### Port wiring

Scale: 8 px per µm.
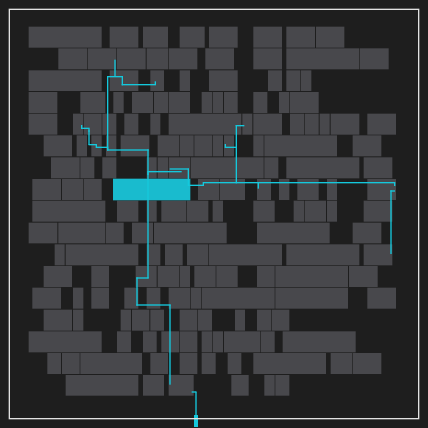
### Register map, names as in the netlist

Scale: 6 px per µm. Other sequential cells in the stronger grey, the rest of the logic in the fainter grey.
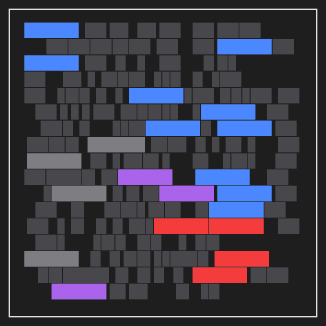
### Pin map

Scale: 6 px per µm. Pins as bars across the die edge, other pins in grey.
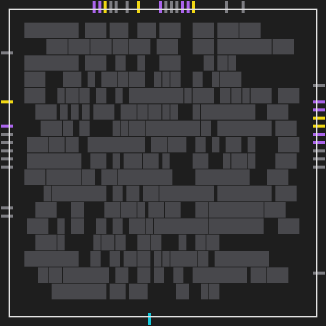
### config.mk
export PLATFORM = sky130hd
export DESIGN_NAME = dl_frame_sequencer
export DESIGN_NICKNAME = d
export VERILOG_FILES = /design/src/rtl/dl_frame_sequencer.sv
export SDC_FILE = /design/constraint.sdc
export NUM_CORES = 1
export LEC_CHECK = 0
export CAP_MARGIN = 10
export CORE_MARGIN = 2
export CORE_UTILIZATION = 49
export CTS_BUF_LIST = sky130_fd_sc_hd__clkbuf_4
export CTS_CLUSTER_DIAMETER = 50
export DETAILED_ROUTE_END_ITERATION = 8
export PLACE_DENSITY_LB_ADDON = 0.25
export SLEW_MARGIN = 40
export SYNTH_ARGS = -nofsm -noshare
export SYNTH_HDL_FRONTEND = slang
export SYNTH_SLANG_ARGS = --single-unit
### constraint.sdc
create_clock -name clk -period 2 [get_ports clk]
set_input_delay 0.3 -clock clk [delete_from_list [all_inputs] [get_ports clk]]
set_output_delay 0.3 -clock clk [all_outputs]
set_load 0.02 [all_outputs]
### src/rtl/dl_frame_sequencer.sv
// Downlink frame sequencer: round-robin arbitration between the ENC0/ENC1 parity buffers, then
// preamble, header and data words into the DL serializer. Optional error injection: DL_SEQ_ERR_INJ_EN.
module dl_frame_sequencer #(
    parameter int                    DATA_WIDTH     = 10,
    parameter int                    ENC0_DEPTH     = 8,
    parameter int                    ENC1_WIDTH     = 6,
    parameter int                    ENC1_DEPTH     = 4,
    parameter int                    PREAMBLE_COUNT = 4,
    parameter logic [DATA_WIDTH-1:0] PREAMBLE_WORD  = DATA_WIDTH'(10'h2AA)
) (
    input  logic                  clk,
    input  logic                  rst_n,
    input  logic                  dl_enable,
    input  logic                  ch0_frame_rdy,
    output logic                  ch0_rd_en,
    input  logic [DATA_WIDTH-1:0] ch0_rd_data,
    input  logic                  ch1_frame_rdy,
    output logic                  ch1_rd_en,
    input  logic [ENC1_WIDTH-1:0] ch1_rd_data,
    output logic                  ser_valid,
    output logic [DATA_WIDTH-1:0] ser_data,
    input  logic                  ser_ready,
    output logic                  busy,
    output logic                  grant_ch,
    output logic                  frame_done
`ifdef DL_SEQ_ERR_INJ_EN
   ,input  logic                  err_inj_enable,
    input  logic [DATA_WIDTH-1:0] err_inj_mask
`endif
);

    typedef enum logic [2:0] {
        IDLE,
        PREAMBLE,
        HEADER,
        DATA,
        DONE
    } state_t;

    localparam logic [3:0] ENC0_LEN      = 4'(ENC0_DEPTH);
    localparam logic [3:0] ENC1_LEN      = 4'(ENC1_DEPTH);
    localparam logic [3:0] ENC0_LAST     = 4'(ENC0_DEPTH - 1);
    localparam logic [3:0] ENC1_LAST     = 4'(ENC1_DEPTH - 1);
    localparam logic [3:0] PREAMBLE_LAST = 4'(PREAMBLE_COUNT - 1);

    if (ENC1_WIDTH > DATA_WIDTH) begin : g_bad_enc1_width
        $error("ENC1_WIDTH must not exceed DATA_WIDTH");
    end
    if (ENC0_DEPTH < 1 || ENC0_DEPTH > 15 || ENC1_DEPTH < 1 || ENC1_DEPTH > 15) begin : g_bad_depth
        $error("frame depths must be in 1..15");
    end
    if (PREAMBLE_COUNT < 1 || PREAMBLE_COUNT > 16) begin : g_bad_preamble
        $error("PREAMBLE_COUNT must be in 1..16");
    end

    state_t                state;
    logic [3:0]            word_cnt;
    logic                  load_ok;
    logic                  data_load;
    logic [3:0]            data_last;
    logic [DATA_WIDTH-1:0] header_word;
    logic [DATA_WIDTH-1:0] data_word;

    // The output register may take a new word when it is empty or its word leaves this cycle.
    assign load_ok   = !ser_valid || ser_ready;
    assign data_load = (state == DATA) && load_ok;

    // NOTE: the pop strobes are decoded combinationally so the pop lands in the same cycle the
    // show-ahead head word is captured; a registered strobe would pop one word late.
    assign ch0_rd_en = data_load && !grant_ch;
    assign ch1_rd_en = data_load &&  grant_ch;

    assign data_last   = grant_ch ? ENC1_LAST : ENC0_LAST;
    assign header_word = DATA_WIDTH'({4'b1100, grant_ch, 1'b0, (grant_ch ? ENC1_LEN : ENC0_LEN)});

    // NOTE: every always_comb output gets a default first so no path can infer a latch.
    always_comb begin
        data_word = grant_ch ? DATA_WIDTH'(ch1_rd_data) : ch0_rd_data;
`ifdef DL_SEQ_ERR_INJ_EN
        if (err_inj_enable) begin
            data_word = data_word ^ err_inj_mask;
        end
`endif
    end

    always_ff @(posedge clk or negedge rst_n) begin
        if (!rst_n) begin
            state      <= IDLE;
            word_cnt   <= 4'd0;
            ser_valid  <= 1'b0;
            ser_data   <= '0;
            busy       <= 1'b0;
            grant_ch   <= 1'b1;
            frame_done <= 1'b0;
        end else begin
            frame_done <= 1'b0;
            case (state)
                IDLE: begin
                    // frame_done high means the previous frame ended last edge; wait one more cycle.
                    if (dl_enable && !frame_done && (ch0_frame_rdy || ch1_frame_rdy)) begin
                        if (ch0_frame_rdy && ch1_frame_rdy) begin
                            grant_ch <= !grant_ch;
                        end else begin
                            grant_ch <= ch1_frame_rdy;
                        end
                        busy     <= 1'b1;
                        state    <= PREAMBLE;
                        word_cnt <= 4'd0;
                    end
                end

                PREAMBLE: begin
                    if (load_ok) begin
                        ser_valid <= 1'b1;
                        ser_data  <= PREAMBLE_WORD;
                        if (word_cnt == PREAMBLE_LAST) begin
                            state    <= HEADER;
                            word_cnt <= 4'd0;
                        end else begin
                            word_cnt <= word_cnt + 4'd1;
                        end
                    end
                end

                HEADER: begin
                    if (load_ok) begin
                        ser_valid <= 1'b1;
                        ser_data  <= header_word;
                        state     <= DATA;
                        word_cnt  <= 4'd0;
                    end
                end

                DATA: begin
                    if (load_ok) begin
                        ser_valid <= 1'b1;
                        ser_data  <= data_word;
                        if (word_cnt == data_last) begin
                            state    <= DONE;
                            word_cnt <= 4'd0;
                        end else begin
                            word_cnt <= word_cnt + 4'd1;
                        end
                    end
                end

                DONE: begin
                    if (load_ok) begin
                        ser_valid  <= 1'b0;
                        busy       <= 1'b0;
                        frame_done <= 1'b1;
                        state      <= IDLE;
                        word_cnt   <= 4'd0;
                    end
                end

                default: begin
                    state    <= IDLE;
                    word_cnt <= 4'd0;
                end
            endcase
        end
    end

endmodule

==> flow_summary.yaml <==
# yosys + openroad results
status:
  outcome: "finished, final reports clean"
final_timing:
  slew_violations: 0
  hold_viol: 0
  max_slew_margin_pct: 76.69
  worst_slack_ns: 0.1209
  fmax_mhz: 532.2
  skew_ns: 0.004192
  layout_min_cycle_time_ns: 1.879
worst_setup_path:
  r2r_cells: 6
  cp.arrival_ns: 2.12
  crit_required_ns: 2.24
  critical_path_class: "reg2reg"
  r2r-start: "grant_ch$_DFFE_PN1P_"
  end_kind: "flop"
  r2r-end: "word_cnt[3]$_DFFE_PN0P_"
  cp_max_fo: 7
  start_kind: "flop"
synthesis:
  avgSynthCellArea_um2: 9.019
  ys_ff: 21
  ys_sh_simple_pct: 22.54
  yosysTopAreaCell: "dfrtp_1"
  yosysTopAreaCellShare_pct: 46.24
  netlist_area_mm2: 0.001082
  aoi_share_pct: 20.46
  logic_family: "simple AND/OR/NAND/NOR gates"
  synth_nets: 143
  ys_seq_share_pct: 48.67
  synth_cell_types: 33
floorplanning:
  core_area_mm2: 0.002148
  fp.dieW_um: 51.00
  chipArea_mm2: 0.002600
  initCoreUtil_pct: 50.38
  io_pins: 38
  die-height_um: 51.00
  rows: 17
route:
  drc: 0
  ant_nets: 0
  first_pass_iters: 4
  finalWirelength_um: 2622
  drtIter0Drc: 21
  via_per_inst: 5.256
  vias: 1025
cells_and_area:
  nFillCells: 175
  nets: 191
  regArea_um2: 526.8
  drive_above_1_share_pct: 11.38
  diodes: 0
cts:
  cts_root_buf: "clkbuf_4"
  cts_tree: "done"
  cts.clk_slew.worst_paths_ns: 0.12
  htree_num_levels: 1
  clock-sinks: 21
  clockBufferDepth: 2
  cts-buffers-inserted: 3
  clk_latency_ns: 0.31
pwr:
  max-vdd-ir-drop_uv: 796.5
  p_per_area_mw_per_mm2: 1297
place:
  place_hpwl_um: 2081
  dpl_worst_slack_ns: -0.1255
  port_buffers: 37
grt:
  first_global_vias: 1057
  grt_usage_pct: 23.08
  gr-total-overflow: 0
  grt_pass1_wl_um: 4409
  antenna_found_initial: 0
flow_run:
  warning_count: 26
  drv_cap: 0
min_path:
  hold_path_class: "in2async"
Back to the opening pictures, 'Port wiring':
[`grant_ch`] cyan | direction: output | end cells: 1 | wire: 122 µm

Back to the opening pictures, 'Register map, names as in the netlist':
[`word_cnt`] red | placed flops: 4
[`ser_data`] blue | placed flops: 10
[`state`] purple | placed flops: 3
not coloured: 4

Back to the opening pictures, 'Pin map':
[`grant_ch`] cyan | pins: 1 | direction: output | edge: bottom
[`ch0_rd_data`] purple | pins: 10 | direction: input | edge: 5 top, 4 right, 1 left
[`ch1_rd_data`] yellow | pins: 6 | direction: input | edge: 3 top, 2 right, 1 left

-- cells in the mapped netlist, drive strengths merged --
library cell / instances
dfrtp: 20
and3: 2
or3: 1
o21ai: 14
nor2b: 4
o21bai: 1
nand2b: 5
dfstp: 1
o21a: 1
nand3: 4
o22a: 1
ha: 1
inv: 5
nand2: 17
o22ai: 1
a211oi: 1
mux2i: 3
and2b: 1
and4bb: 1
o31ai: 4
xnor2: 1
a31oi: 3
a21o: 1
buf: 2
clkbuf: 2
nor3: 2
a21oi: 8
nor2: 13
-- cell type report --
class                   instances  share of cell area, %
repair buffers                 47                  28.19
clock inverters                 1                 0.3195
well taps                      28                  2.236
inverters                       5                  1.198
clock buffers                   3                  1.438
flip-flops and latches         21                  33.63
multi-input cells              90                  32.99
-- repair_timing --
| item | 4_1_cts | 5_1_grt |
|---|---|---|
| resized | 3 | 0 |
| setup buffers | 0 | 0 |
| hold buffers | 0 | 0 |
| endpoints found under the setup margin | 3 | 0 |
-- power breakdown --
part / internal, mW / leakage [nW] / total, mW / switching (mW)
Clock: 0.0749 / 0.0177 / 0.210 / 0.135
Combinational: 0.518 / 0.421 / 1.10 / 0.587
Sequential: 0.587 / 0.252 / 0.717 / 0.130
Total: 1.18 / 0.690 / 2.03 / 0.852
-- cells in the final DEF (no fill, tap or decap), drive strengths merged, types with 4 or more instances in the layout --
cell type       n
a21oi           8
buf            10
clkdlybuf4s50  34
dfrtp          20
inv             5
nand2          17
nand2b          5
nand3           4
nor2           13
nor2b           4
o21ai          14
o31ai           4
-- worst max-delay path: stages, from the launching register on --
cell and delay, ns:
dfstp_2 0.63, buf_4 0.18, and2b_1 0.20, xnor2_1 0.14
a31oi_1 0.30, nand2b_1 0.17, o22ai_1 0.18
-- metrics by stage --
stage          hold WS [ns]  instances  instance area [µm²]  setup TNS [ns]
3_5_place_dp         0.4701        191                 1543         -0.1948
2_1_floorplan      0.004409        120                 1082               0
4_1_cts              0.3260        195                 1567               0
3_3_place_gp         0.4620        191                 1543         -0.1665
6_report             0.3162        195                 1567               0
5_1_grt              0.3611        195                 1567               0
-- how the worst max path moves through the flow --
stage	slack (ns)	start	to	cells after the start
2_1_floorplan	0.32	state[1]$_DFFE_PN0P_	ch0_rd_en	4
3_3_place_gp	-0.11	ser_ready	ch0_rd_en	5
3_5_place_dp	-0.13	ser_ready	ch0_rd_en	5
4_1_cts	0.14	grant_ch$_DFFE_PN1P_	word_cnt[3]$_DFFE_PN0P_	6
5_1_grt	0.02	grant_ch$_DFFE_PN1P_	word_cnt[3]$_DFFE_PN0P_	6
6_report	0.12	grant_ch$_DFFE_PN1P_	word_cnt[3]$_DFFE_PN0P_	6
-- registers in the layout, indices dropped and copies added (netlist names) --
register	flops
ser_data	10
state	3
busy	1
word_cnt	4
ser_valid	1
frame_done	1
grant_ch	1
-- layer usage --
layer,global-route usage (%),vias to the layer above,wire (µm)
li1,-,512,-
met2,40.69,26,1320
met4,11.71,0,42
met1,27.39,482,1165
met3,2.924,5,93
met5,0,-,0
Power and IR drop assume default switching activity.
